run_1/layer_met1.png
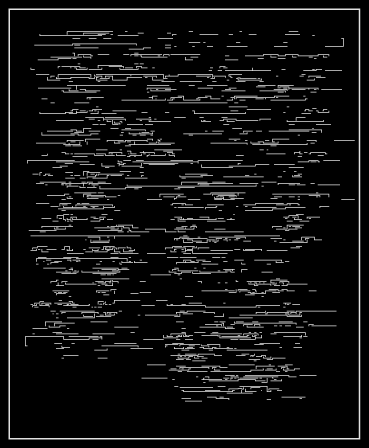
run_1/layer_met2.png
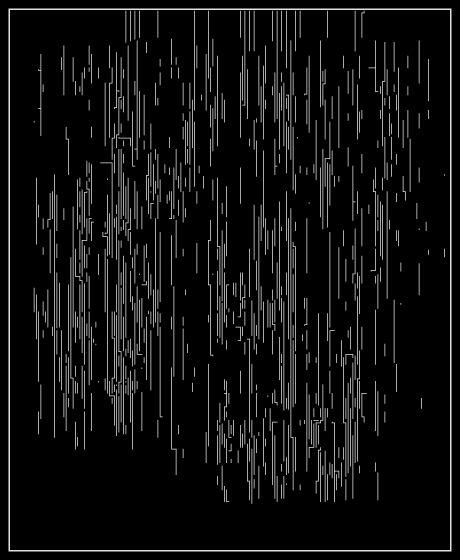
run_1/layer_met3.png
The bar under the picture is 20 µm long.
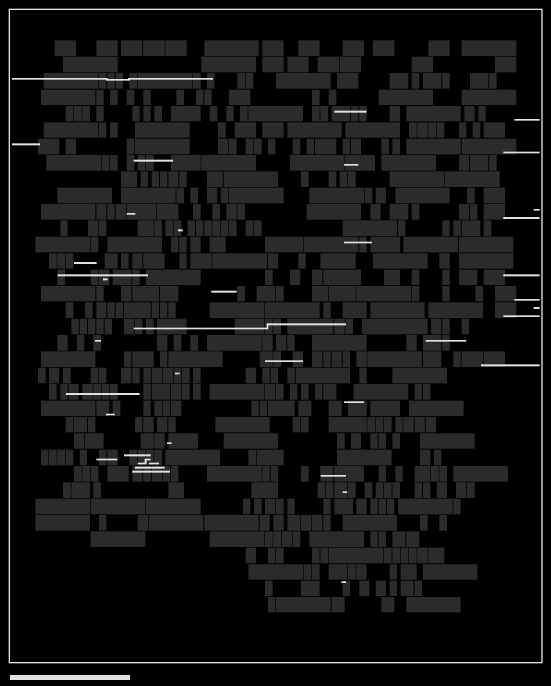
$ cat config.mk
export PLATFORM = sky130hd
export DESIGN_NAME = adc_frame_capture
export DESIGN_NICKNAME = d
export VERILOG_FILES = /design/src/rtl/adc_pkg.sv /design/src/rtl/adc_sck_gen.sv /design/src/rtl/adc_frame_capture.sv
export SDC_FILE = /design/constraint.sdc
export NUM_CORES = 1
export LEC_CHECK = 0
export ABC_AREA = 1
export ABC_CLOCK_PERIOD_IN_PS = 3640
export CAP_MARGIN = 25
export CORE_ASPECT_RATIO = 1.25
export CORE_MARGIN = 4
export CORE_UTILIZATION = 50
export CTS_CLUSTER_DIAMETER = 200
export DETAILED_ROUTE_END_ITERATION = 6
export MAX_ROUTING_LAYER = met4
export PLACE_DENSITY = 0.68
export SYNTH_ARGS = -nofsm -noshare
export SYNTH_HDL_FRONTEND = slang
export SYNTH_SLANG_ARGS = --single-unit
$ cat constraint.sdc
create_clock -name CLOCK_50 -period 3.64 [get_ports CLOCK_50]
set_input_delay 0.728 -clock CLOCK_50 [delete_from_list [all_inputs] [get_ports CLOCK_50]]
set_output_delay 0.728 -clock CLOCK_50 [all_outputs]
set_load 0.05 [all_outputs]
$ cat src/rtl/adc_pkg.sv
// rtl/adc_pkg.sv - shared state type, widths and default timing for the ADC frame capture block
package adc_pkg;

  localparam int ADC_BITS          = 12;
  localparam int CH_W              = 4;
  localparam int DEF_CONVST_CYCLES = 2;
  localparam int DEF_CONV_CYCLES   = 80;
  localparam int DEF_SCK_DIV       = 2;
  localparam int DEF_NUM_CH        = 13;

  typedef enum logic [2:0] {
    IDLE,
    CONVST,
    CONV_WAIT,
    SHIFT,
    DONE
  } adc_state_e;

endpackage

$ cat src/rtl/adc_sck_gen.sv
// rtl/adc_sck_gen.sv - ADC_SCK divider producing exactly ADC_BITS pulses per run, with sample and last-bit strobes
module adc_sck_gen
  import adc_pkg::*;
#(
  parameter int SCK_DIV = DEF_SCK_DIV
) (
  input  logic clk,
  input  logic rst,
  input  logic run,
  output logic sck,
  output logic sample,
  output logic last
);

  localparam int PHASES = 2 * ADC_BITS;

  logic [15:0] div_cnt;
  logic [5:0]  phase;
  logic        div_end;

  assign div_end = (div_cnt == 16'(SCK_DIV - 1));
  // Strobes mark the cycle whose closing edge drives sck 1->0.
  assign sample  = run & div_end & sck;
  assign last    = sample & (phase == 6'(PHASES - 1));

  always_ff @(posedge clk or posedge rst) begin
    if (rst) begin
      div_cnt <= '0;
      phase   <= '0;
      sck     <= 1'b0;
    end else if (!run) begin
      div_cnt <= '0;
      phase   <= '0;
      sck     <= 1'b0;
    end else if (div_end) begin
      div_cnt <= '0;
      phase   <= last ? 6'd0 : phase + 6'd1;
      sck     <= ~sck;
    end else begin
      div_cnt <= div_cnt + 16'd1;
    end
  end

endmodule

$ cat src/rtl/adc_frame_capture.sv
// rtl/adc_frame_capture.sv - ADC frame FSM, channel tagging and valid/ready result port; ADC_FRAME_BANK_EN adds a per-channel result bank
module adc_frame_capture
  import adc_pkg::*;
#(
  parameter int CONVST_CYCLES = DEF_CONVST_CYCLES,
  parameter int CONV_CYCLES   = DEF_CONV_CYCLES,
  parameter int SCK_DIV       = DEF_SCK_DIV,
  parameter int NUM_CH        = DEF_NUM_CH
) (
  input  logic                CLOCK_50,
  input  logic                RESET,
  input  logic                ENABLE,
  input  logic [CH_W-1:0]     CH_ACTUAL,
  input  logic                ADC_SDO,
  output logic                ADC_CONVST,
  output logic                ADC_SCK,
  output logic                FRAME_FLAG,
  output logic [ADC_BITS-1:0] DATA,
  output logic [CH_W-1:0]     CH_TAG,
  output logic                DATA_VALID,
  input  logic                DATA_READY,
  output logic                OVERRUN,
  output logic                BUSY
`ifdef ADC_FRAME_BANK_EN
  ,
  input  logic [CH_W-1:0]     BANK_ADDR,
  output logic [ADC_BITS-1:0] BANK_DATA
`endif
);

  localparam logic [15:0] CONVST_LAST = 16'(CONVST_CYCLES - 1);
  localparam logic [15:0] CONV_LAST   = 16'(CONV_CYCLES - 1);

  adc_state_e          state;
  logic [15:0]         cnt;
  logic [CH_W-1:0]     ch_prev;
  logic [CH_W-1:0]     frame_tag;
  logic                prime;
  logic [ADC_BITS-1:0] shift_reg;
  logic                sck_sample;
  logic                sck_last;
  logic                publish;
  logic [ADC_BITS-1:0] pub_data;

  adc_sck_gen #(.SCK_DIV(SCK_DIV)) u_sck_gen (
    .clk    (CLOCK_50),
    .rst    (RESET),
    .run    (state == SHIFT),
    .sck    (ADC_SCK),
    .sample (sck_sample),
    .last   (sck_last)
  );

  // The final bit is folded in directly so the result is ready on the FRAME_FLAG edge.
  assign pub_data = {shift_reg[ADC_BITS-2:0], ADC_SDO};
  assign publish  = (state == SHIFT) & sck_last & prime;

  always_ff @(posedge CLOCK_50 or posedge RESET) begin
    if (RESET) begin
      state      <= IDLE;
      cnt        <= '0;
      ch_prev    <= '0;
      frame_tag  <= '0;
      prime      <= 1'b0;
      shift_reg  <= '0;
      ADC_CONVST <= 1'b0;
      FRAME_FLAG <= 1'b0;
      DATA       <= '0;
      CH_TAG     <= '0;
      DATA_VALID <= 1'b0;
      OVERRUN    <= 1'b0;
      BUSY       <= 1'b0;
    end else begin
      FRAME_FLAG <= 1'b0;
      OVERRUN    <= 1'b0;
      if (DATA_VALID && DATA_READY)
        DATA_VALID <= 1'b0;
      if (sck_sample)
        shift_reg <= pub_data;
      case (state)
        IDLE: begin
          prime <= 1'b0;
          if (ENABLE) begin
            state      <= CONVST;
            cnt        <= '0;
            ADC_CONVST <= 1'b1;
            BUSY       <= 1'b1;
            frame_tag  <= ch_prev;
            ch_prev    <= CH_ACTUAL;
          end
        end
        CONVST: begin
          if (cnt == CONVST_LAST) begin
            state      <= CONV_WAIT;
            cnt        <= '0;
            ADC_CONVST <= 1'b0;
          end else begin
            cnt <= cnt + 16'd1;
          end
        end
        CONV_WAIT: begin
          if (cnt == CONV_LAST) begin
            state <= SHIFT;
            cnt   <= '0;
          end else begin
            cnt <= cnt + 16'd1;
          end
        end
        SHIFT: begin
          if (sck_last) begin
            state      <= DONE;
            FRAME_FLAG <= 1'b1;
            prime      <= 1'b1;
            if (publish) begin
              DATA       <= pub_data;
              CH_TAG     <= frame_tag;
              DATA_VALID <= 1'b1;
              OVERRUN    <= DATA_VALID & ~DATA_READY;
            end
          end
        end
        DONE: begin
          if (ENABLE) begin
            state      <= CONVST;
            cnt        <= '0;
            ADC_CONVST <= 1'b1;
            frame_tag  <= ch_prev;
            ch_prev    <= CH_ACTUAL;
          end else begin
            state <= IDLE;
            BUSY  <= 1'b0;
          end
        end
        default: state <= IDLE;
      endcase
    end
  end

`ifdef ADC_FRAME_BANK_EN
  logic [ADC_BITS-1:0] bank [NUM_CH];

  always_ff @(posedge CLOCK_50 or posedge RESET) begin
    if (RESET) begin
      for (int i = 0; i < NUM_CH; i++)
        bank[i] <= '0;
      BANK_DATA <= '0;
    end else begin
      if (publish && (int'(frame_tag) < NUM_CH))
        bank[frame_tag] <= pub_data;
      BANK_DATA <= (int'(BANK_ADDR) < NUM_CH) ? bank[BANK_ADDR] : '0;
    end
  end
`endif

endmodule

==> results.cfg, run 1 <==
; yosys + openroad results
[outcome]
outcome = completed

[layout]
largest_cell_class_by_area = sequential cells
most-common-layout-cells = nand2_1 (137), dfrtp_1 (83), nor2_1 (73)
final.signal_inverter_count = 60
signal_buffer_area_fraction_pct = 6.83
clkbuf_count = 10
fin_nets = 538
combGateArea_mm2 = 0.00167
post-route-util_pct = 58.9
nFlopsAndLatches = 83
layoutNonFillerInstCount = 624
nonClockBufferCount = 32
syn2layout_area_growth_pct = 14.6
sequential_fraction_of_total_cell_area_pct = 45.0
regArea_mm2 = 0.00208

[synth]
average_size_of_a_mapped_cell_um2 = 8.25
synth.cellmix.compoundShare_pct = 8.45
tally_of_yosys_warning_messages = 0
synth-seq-area-share_pct = 51.6
synth_top_cell_by_count = nand2_1
top_cell_area_share_pct = 51.6
synth.cellmix.simpleShare_pct = 30.1
asyncSetResetFlopFracSynth_pct = 100
synth.cell_area_mm2 = 0.00403
list_of_most_frequent_post_synthesis_cells = nand2_1 (137), dfrtp_1 (83), nor2_1 (73), inv_1 (54), o21ai_0 (24)
yosys.cell_types.count = 38
synth-main-ff-cell = dfrtp_1
postSynthRegisterBits = 83
ys_area_mm2 = 0.00403
ys_cells = 488
edf_count = 0
ys_sh_mux_pct = 0
fa_ha_area_share_pct = 1.55
main_combinational_cell_family_by_area_after_synthesis = simple AND/OR/NAND/NOR gates
post_synth_main_area_contributors = dfrtp_1 (52%), nand2_1 (13%), nor2_1 (6.8%)
post-synth-top-area-cell = dfrtp_1

[drt]
drt_iter0_markers = 109
detailed_routing_iteration_count_for_the_pre_antenna_repair_pass = 5
routed_wl_um = 7730
m1WireLength_um = 3310
drc = 0
route.vias.total = 3182
amount_of_wire_on_met2_after_detailed_routing_um = 4000
post_drt_via_cell_ratio = 5.10
routed_wire_length_per_instance_um = 12.4

[power_and_ir_drop]
clock_power_share_pct = 42.1
total_switching_power_mw = 0.369
part_of_the_power_in_combinational_logic_pct = 1.8
power_frac_seq_pct = 56.1
power_leakage_nw = 2.19
sw_frac_of_total_pct = 22.5
pwr_density_cell_mw_per_mm2 = 356

[global_routing]
gr-usage-all-layers_pct = 18.5
pin_count_of_the_biggest_net_entering_global_routing = 35
grt_remaining_overflow = 0
most_congested_layer_reported_by_global_routing = met2
met2_usage_grt_pct = 30.4
wire_length_of_the_first_global_routing_pass_um = 13600
antenna_found_initial = 0
vias_in_the_first_global_route = 3195
grt_met1_usage_pct = 22.1
grtUsageMet3_pct = 2.82

[die]
chipWidth_um = 88.3
tap-cell-count = 95
initCoreUtil_pct = 51.4
core_area_mm2 = 0.00784
die_h_um = 108
floorplan.die_area_mm2 = 0.00956
row_count = 36
design.portCount = 31

[worst_setup_path]
critPathArrivalTime_ps = 1600
worst_path_dominant_cell_family = buffers and inverters
path_class = register to output port
start_kind = register
cp.buffers_inverters = 1
crit-reg2reg-launch = state[0]
critical_path_top_delay_cell = clkdlybuf4s50_1
critical_path.cell_chain = clkdlybuf4s50_1
critical_path_launch_point = u_sck_gen.sck
path_depth = 1
ff2ff_path_depth = 8
critical_path.endpoint = ADC_SCK

[placement]
place.detailed.hpwl_um = 5650
routabilityCongestion = 0.841
place_ws_ps = 999

[final_timing]
setup_slack_ps = 1310
totalNegativeSetupSlack_ps = 0
final.min_clock_period_ps = 2330
fmax_mhz = 430
setup_viol_count_final = 0
timing.final.max_slew_violations = 0
finalHoldViolCount = 0
worstMarginPinSlew_ps = 589
max_slew_margin_pct = 60.7
rsz0062_at_grt = false
worst_clock_skew_ps = 8.17

[clocking]
tritoncts_clock_tree = built
numClockSinks = 83
cts_resized = 0
clock_tree.root_cell = clkbuf_8
postCtsHoldBufs = 0

[min_path]
holdPathStages = 2
min_from = frame_tag[1]

[job]
maxCapViolCount = 0
openroad.warnings = 28
Back to the opening pictures, layer_met1.png:
wire length on this layer = 3310 µm
longest straight run = 32.7 µm

Back to the opening pictures, layer_met2.png:
nets with wire on the layer = 437
main direction = vertical
share of all routed wire = 52%
longest straight run = 52.7 µm
wire length on this layer = 4000 µm

Back to the opening pictures, layer_met3.png:
longest straight run = 22.1 µm
wire length on this layer = 212 µm
share of all routed wire = 2.8%
main direction = horizontal

-- run 1: through the flow --
step                cell area [µm²]  total power, mW  hold WS (ps)
floorplan                      4030            0.954           442
CTS                            4620             1.66           481
finish                         4620             1.64           476
detailed placement             4410            0.970           455
global route                   4620             1.70           508
global placement               4410            0.970           455
-- run 1: cells by family (layout without fill, tap and decap cells) --
family | after synthesis | count (layout)
compound gates | 57 | 57
flops | 83 | 83
fa+ha+maj | 5 | 5
buf+inv | 67 | 108
xor+xnor | 6 | 6
simple gates | 270 | 270
-- run 1: power by group through the flow --
stage	Combinational [mW]	Sequential (mW)	Clock, mW
6_report	0.0290	0.921	0.692
2_1_floorplan	0.0139	0.940	0
3_5_place_dp	0.0309	0.940	0
5_1_grt	0.0336	0.921	0.749
3_3_place_gp	0.0306	0.940	0
4_1_cts	0.0310	0.921	0.707
run_1/layer_met4.png
The bar under the picture is 20 µm long.
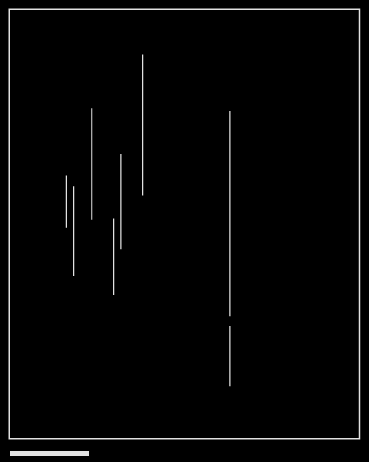

## Run 2: what changed since run 1
- ABC_CLOCK_PERIOD_IN_PS: 3640 -> 2000
- PLACE_DENSITY: 0.68 -> 0.71
- clock period: 3.64 -> 2 ns (I/O delays scaled with it)
run_2/layer_met4.png
The bar under the picture is 20 µm long.
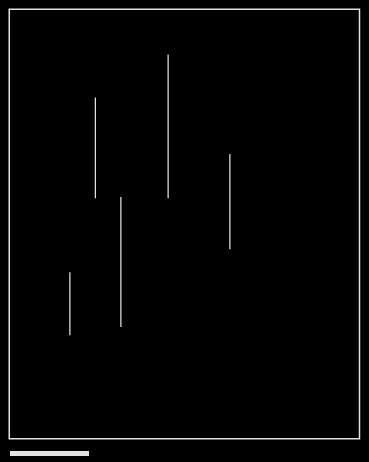
nets with wire on the layer = 3
share of all routed wire = 1.8%
main direction = vertical

run_2/layer_met3.png
The bar under the picture is 20 µm long.
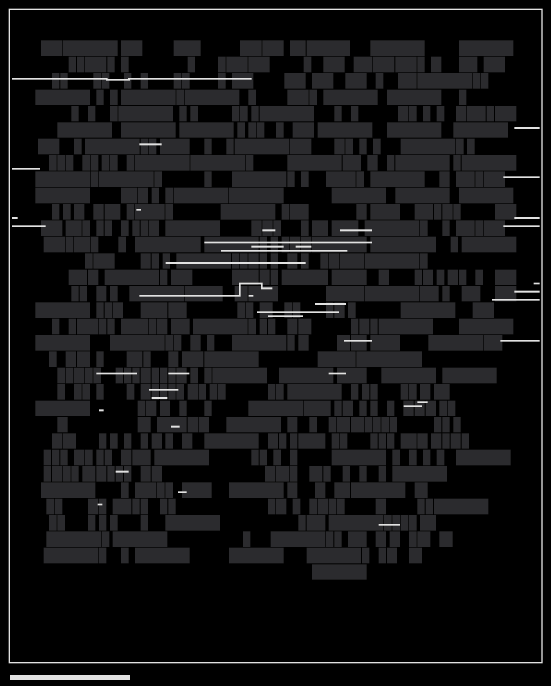
share of all routed wire = 3.5%
nets with wire on the layer = 29
main direction = horizontal

==> results.cfg, run 2 <==
; yosys + openroad results
[outcome]
outcome = completed

[layout]
syn2layout_area_growth_pct = 16.3
most-common-layout-cells = nand2_1 (137), dfrtp_1 (83), nor2_1 (73)
final_area_mm2 = 0.00469
regArea_mm2 = 0.00208
largest_cell_class_by_area = sequential cells
layoutNonFillerInstCount = 627
post-route-util_pct = 59.8
nonClockBufferCount = 35
fin_nets = 541
combGateArea_mm2 = 0.00167

[power_and_ir_drop]
dominant_power_group = registers
fin_total_pwr_mw = 3.16
pwr_density_cell_mw_per_mm2 = 675
seq_cell_power_mw = 1.68
part_of_the_power_in_combinational_logic_pct = 1.8
pwr.group.clock_mw = 1.43
comb-power_mw = 0.0558
sw_frac_of_total_pct = 20.1
power_frac_seq_pct = 53.0
total_switching_power_mw = 0.635

[die]
die_h_um = 108
floorplan.die_area_mm2 = 0.00956
chipWidth_um = 88.3
core_area_mm2 = 0.00784
row_count = 36
tap-cell-count = 95

[worst_setup_path]
critical_path_top_delay_cell = clkdlybuf4s50_1
critical_path_launch_point = DATA[10]
critical_path.endpoint = DATA[10]
path_depth = 1
worst_path_dominant_cell_family = buffers and inverters
ff2ff_path_depth = 10
crit-reg2reg-launch = u_sck_gen.div_cnt[1]
critPathArrivalTime_ps = 1520
critical_path.cell_chain = clkdlybuf4s50_1

[global_routing]
vias_in_the_first_global_route = 3137
pin_count_of_the_biggest_net_entering_global_routing = 84
grt_remaining_overflow = 0
gr-usage-all-layers_pct = 17.9
antenna_found_initial = 0

[synth]
synth_top_cell_by_count = nand2_1
yosys.cell_types.count = 38
postSynthRegisterBits = 83
post-synth-top-area-cell = dfrtp_1
synth-main-ff-cell = dfrtp_1
synth.cell_area_mm2 = 0.00403
ys_area_mm2 = 0.00403
ys_cells = 488
main_combinational_cell_family_by_area_after_synthesis = simple AND/OR/NAND/NOR gates
tally_of_yosys_warning_messages = 0
edf_count = 0

[final_timing]
setup_viol_count_final = 0
totalNegativeSetupSlack_ps = 0
hold-worst-slack_ps = 475
worst_clock_skew_ps = 10.7
timing.final.max_slew_violations = 0
rsz0062_at_grt = false
fmax_mhz = 520
finalHoldViolCount = 0

[clocking]
cts_resized = 1
numClockSinks = 83
clock_tree.root_cell = clkbuf_8
postCtsHoldBufs = 0

[job]
maxCapViolCount = 0
openroad.warnings = 28

[drt]
drc = 0
detailed_routing_iteration_count_for_the_pre_antenna_repair_pass = 4
route.vias.total = 3200
routed_wl_um = 7560
drt_iter0_markers = 152
post_drt_via_cell_ratio = 5.10
routed_wire_length_per_instance_um = 12.0

[placement]
place.detailed.hpwl_um = 5410
routabilityCongestion = 0.880
run 2: cell count changes in the layout (fill, tap and decap cells not counted):
cell | previous run | this run
buf_12 | 0 | 1
buf_4 | 2 | 4
bufinv_16 | 1 | 3
clkbuf_1 | 0 | 1
clkbuf_8 | 10 | 9
clkdlybuf4s50_1 | 30 | 28
dlygate4sd2_1 | 0 | 1
dlymetal6s2s_1 | 0 | 1
inv_6 | 3 | 1
run 2: tightest hold or removal path: cells and delay by family, from the launching register on:
kind | cells | cell delay, ps
AND/OR/NAND/NOR | 2 | 90
flip-flops | 1 | 350
run 2: metal layers:
layer | GRT usage, % | wire length, µm | up-vias
met1 | 21.0 | 3380 | 1510
met5 | - | 0 | -
met3 | 3.20 | 260 | 14
met2 | 30.4 | 3780 | 62
met4 | 6.91 | 133 | 0
li1 | - | - | 1614
No activity file was given, so power comes from the tool's default toggle rates.
